Run 1, routing congestion map:
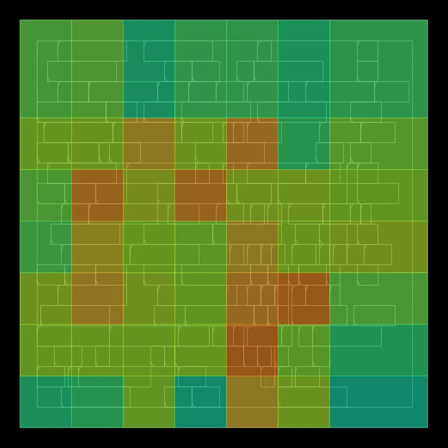
Run 1, clock distribution:
Bar = 20 um.
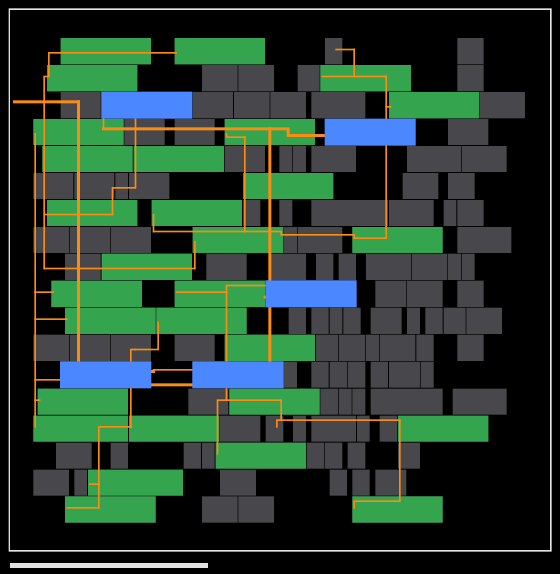
Run 1, logic cells by family:
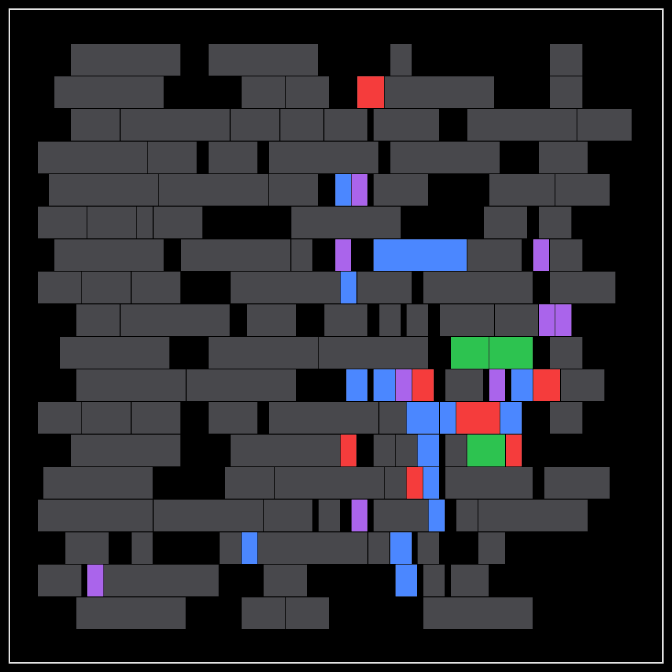
Design uart_receiver_flat, sky130hd; sources not shown.
==> metrics.cfg, run 1 <==
[cells_and_area]
drive_gt1_share_pct = 30.2
diodes = 0
syn2layout_area_growth_pct = 24.9
lay_top_cells = dfrtp_1 (27), mux2_2 (16), clkdlybuf4s50_1 (12)
nets = 151

[placement]
dpl_cell_area_sq_um = 1560
pre_cts_ws_ns = -0.0350
portBuffers = 13
dpl.hpwl_um = 1620

[routing]
ant_nets = 0
drc = 0
routed_via_density = 5.53
wl_per_cell_um = 15.1

[run_status]
status = finished, final reports clean

[clocking]
htreeDepth = 2
clk_root_buffer_cell = clkbuf_16
ctsLongestPathBuffers = 2

[power_and_ir_drop]
p_per_area_nw_per_um2 = 1250
p_total_w = 0.00219

[sta]
fin_ws_ns = 0.0892
finalClockPeriodUsage_pct = 95.4
rsz0062_at_grt = no
slew-limit-headroom_pct = 58.6
fin_tns_setup_ns = 0
drv_slew = 0
fmax_mhz = 535
tightest_slew_ns = 0.621
fin_crit_ns = 1.87
report.final.hold_viol_count = 0

[flow_run]
log.warning_count = 31
maxCapViolations = 0

[yosys]
synthCells = 113
top_logic_kind = multiplexers
yosys_area_sq_um = 1400
synth_top_area_share_pct = 48.2
synthXorXnorAreaFrac_pct = 0.625
adder_share_pct = 8.04
synth_area_sq_um = 1400
top_area_cell = dfrtp_1
yosys.area_share.aoi_pct = 9.20
ys_ff = 29
ys_seq_share_pct = 52.0
ys_top_cells_by_area = dfrtp_1 (48%), mux2_2 (13%), ha_1 (8.0%), dfstp_2 (3.8%), o21ai_0 (3.2%)
mux_area_share_pct = 17.1

[setup_path]
critPathBufInv = 2
cp_num_cells = 7
crit_top_cell = mux2_4
cp_top_family = multiplexers
reg2reg_setup_slack_ns = 0.09
ff2ff_path_depth = 7

[global_routing]
grt_pass1_vias = 853
grt_pass1_wl_um = 3890
grt_max_degree = 30

[worst_hold_path]
hold_class = input pin to asynchronous set/reset pin

[floorplan]
die_y_um = 54.5

Back to the opening pictures, 'routing congestion map':
final core occ: 71.3%
gr usage total: 19.5%
met3 Resource Use GR: 6.56%

Back to the opening pictures, 'clock distribution':
[flip-flops] green | count: 29
[cells driving clock nets] blue | count: 5
[clock wires] orange | length: 403 um
routed clock nets: 6
clk_skew: 0.00173 ns
Clk network pwr share: 32.3%
Late-Pin Clk Latency: 0.27 ns
clock network power: 0.000706 W

Back to the opening pictures, 'logic cells by family':
[inverters] purple | cells: 9 | most used: inv_1
[AND-OR and OR-AND gates] green | cells: 3
[NOR gates] red | cells: 7 | most used: nor2_1
[NAND gates] blue | cells: 15 | most used: nand3_1
post-route insts no fill: 169
most instantiated logic cell after routing: dfrtp_1
Comb/total area: 36.2%

run 1: synthesized netlist by cell type:
master,count
dfrtp_1,27
mux2_2,16
ha_1,9
inv_1,9
o21ai_0,9
nand3_1,7
nand2_1,6
mux2i_1,3
nor2_1,3
a21oi_1,2
dfstp_2,2
mux2_4,2
nor2b_1,2
nor3_1,2
a222oi_1,1
a41o_1,1
and3_1,1
buf_2,1
buf_6,1
nand3b_1,1
nand4_4,1
o21bai_1,1
o221ai_1,1
o22a_1,1
o22ai_4,1
o31a_1,1
or2_2,1
xor2_1,1
run 1: routing by layer:
layer,share of wire (%),GRT usage (%)
met5,0,0
met1,43,22.6
met2,51,31.9
met3,4.2,6.56
met4,2.0,10.0
run 1: repair_timing:
action,CTS,global route
hold buffers,0,0
gates resized,0,4
buffers inserted,0,5
endpoints found under the setup margin,0,6
run 1: report_power, final:
group / leakage [nW] / internal [W] / total (W) / switching [W]
combinational: 0.391 / 0.000371 / 0.000763 / 0.000392
sequential: 0.392 / 0.000663 / 0.000720 / 0.0000573
clock: 0.0748 / 0.000459 / 0.000706 / 0.000247
run 1: logic make-up (layout without fill, tap and decap cells):
kind of cell               Yosys count  in the layout
buffers and inverters               11             37
adders and majority gates            9              9
and+or+nand+nor                     24             24
AOI/OAI and AO/OA                   18             18
muxes                               21             21
xor gates and xnor gates             1              1
DFF                                 29             29
run 1: layout make-up:
class / count / area [sq um]
sequential: 29 / 728
buffer: 2 / 16.3
inverter: 9 / 33.8
multi-input combinational: 73 / 633
tap: 30 / 37.5
fill: 177 / 704
clock inverter: 3 / 13.8
timing repair buffer: 18 / 163
clock buffer: 5 / 125
--- run 2 (diff from run 1) ---
- CORE_ASPECT_RATIO: unset -> 0.9
- CORE_UTILIZATION: 55 -> 50
- PLACE_DENSITY: 0.75 -> 0.72
- clock period: 1.96 -> 1.7 ns (I/O delays scaled with it)
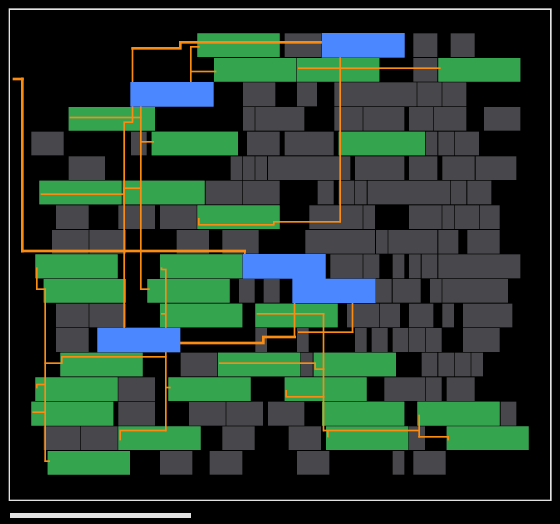
Run 2: clock distribution
Bar = 20 um.
[clock wires] orange | length: 375 um
[cells driving clock nets] blue | count: 5
[flip-flops] green | count: 29
routed clock nets: 6
clk_skew: 0.00121 ns
clock network power: 0.000819 W
Clk network pwr share: 28.8%

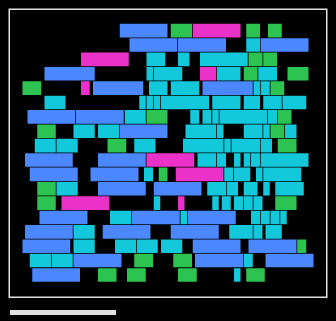
Run 2: placement by cell class
Bar = 20 um.
[clock drivers and dummy loads] magenta | cells: 8
[all other logic] cyan | cells: 82
[other buffers and delay cells] green | cells: 26
[flops] blue | cells: 29
total core area: 2700 sq um
flop share of the area: 38.7%
design area: 1880 sq um
final core occ: 69.7%

==> run 2 against run 1 <==
- the flow now finishes with violations (setup timing)
- final area up 7.6%
- via count up 3.0%
- clock skew down 0.00052 ns
- clock power up 16%
- worst setup slack worse by 0.16 ns
- die size up 9.3%
- non-clock buffer count up 6
- maximum frequency up 5.8%
- critical path depth down 1
==> metrics.cfg, run 2 <==
[run_status]
status = finished with violations
violations = setup timing

[cells_and_area]
diodes = 0
layoutNonFillerInstCount = 175
layout_top_cell = dfrtp_1
drive_gt1_share_pct = 40.0
lay_top_cells = dfrtp_1 (26), mux2_2 (16), clkdlybuf4s50_1 (12)

[power_and_ir_drop]
swShare_pct = 32.0
p_comb_share_pct = 41.6
p_total_w = 0.00285
power.switching_w = 0.000910
p_int_w = 0.00194

[sta]
drv_slew = 0
setup-violations-final = 6
fmax_mhz = 566
fin_tns_setup_ns = -0.170
fin_ws_ns = -0.0682
finalClockPeriodUsage_pct = 104
tightest_slew_ns = 0.621

[flow_run]
log.warning_count = 34

[yosys]
adder_share_pct = 8.04
yosysMostFrequentCell = dfrtp_1
mux_area_share_pct = 17.1
synth.cells.most_frequent = dfrtp_1 (27), mux2_2 (16), ha_1 (9), inv_1 (9), o21ai_0 (9)
ys_top_cells_by_area = dfrtp_1 (48%), mux2_2 (13%), ha_1 (8.0%), dfstp_2 (3.8%), o21ai_0 (3.2%)
synth-main-ff-cell = dfrtp_1
yosys_area_sq_um = 1400
async_flop_share_pct = 100

[global_routing]
grt_use_met2_pct = 30.8
grt_max_degree = 30

[clocking]
htreeDepth = 2
ctsLongestPathBuffers = 2

[routing]
routed_via_density = 5.50
drc = 0

[setup_path]
ff2ff_path_depth = 6
crit_top_cell = mux2_4

[placement]
pre_cts_ws_ns = -0.222

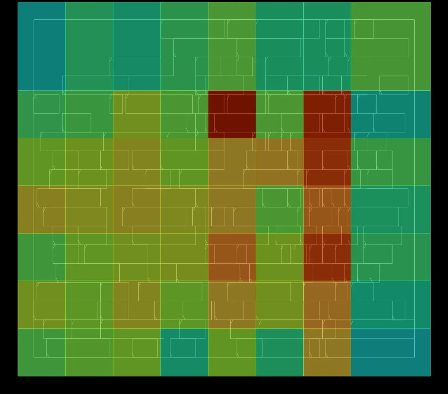
Run 2: routing congestion map
drt wl/cell: 14.4 um
busiest grt layer: met2
gr usage total: 18.8%

==> run 2: what timing repair did <==
| item | CTS | global route |
|---|---|---|
| gates cloned | 0 | 1 |
| pin swaps | 6 | 7 |
| setup buffers | 10 | 1 |
| resized | 7 | 16 |
| endpoints found under the hold margin | 0 | 0 |
| endpoints found under the setup margin | 16 | 23 |
==> run 2: area by class of cell <==
| type | count | area [sq um] |
|---|---|---|
| Inverter | 9 | 33.8 |
| Buffer | 1 | 11.3 |
| Multi-Input combinational cell | 73 | 706 |
| Clock inverter | 3 | 17.5 |
| Tap cell | 30 | 37.5 |
| Timing Repair Buffer | 25 | 224 |
| Clock buffer | 5 | 125 |
| Fill cell | 208 | 818 |
| Sequential cell | 29 | 729 |
==> run 2: power by group through the flow <==
stage                     logic, W  registers, W  clock network, W
after detailed placement  0.000774      0.000854                 0
final                      0.00118      0.000843          0.000819
after CTS                  0.00106      0.000839          0.000843
after global placement    0.000751      0.000845                 0
after global routing       0.00129      0.000850          0.000884
after floorplan           0.000646      0.000833                 0
==> run 2: logic make-up (layout without fill, tap and decap cells) <==
logic type / after synthesis / after routing
AND-OR/OR-AND: 18 / 18
XOR/XNOR: 1 / 1
adder cells (fa/ha/maj): 9 / 9
buffers and inverters: 11 / 43
flip-flops: 29 / 29
multiplexers: 21 / 21
AND/OR/NAND/NOR: 24 / 24
==> run 2: routing by layer <==
| layer | vias to the layer above | wire length, um |
|---|---|---|
| li1 | 466 | - |
| met1 | 475 | 1130 |
| met2 | 20 | 1260 |
| met3 | 2 | 115 |
| met4 | 0 | 19 |
| met5 | - | 0 |
No activity file was given, so power comes from the tool's default toggle rates.
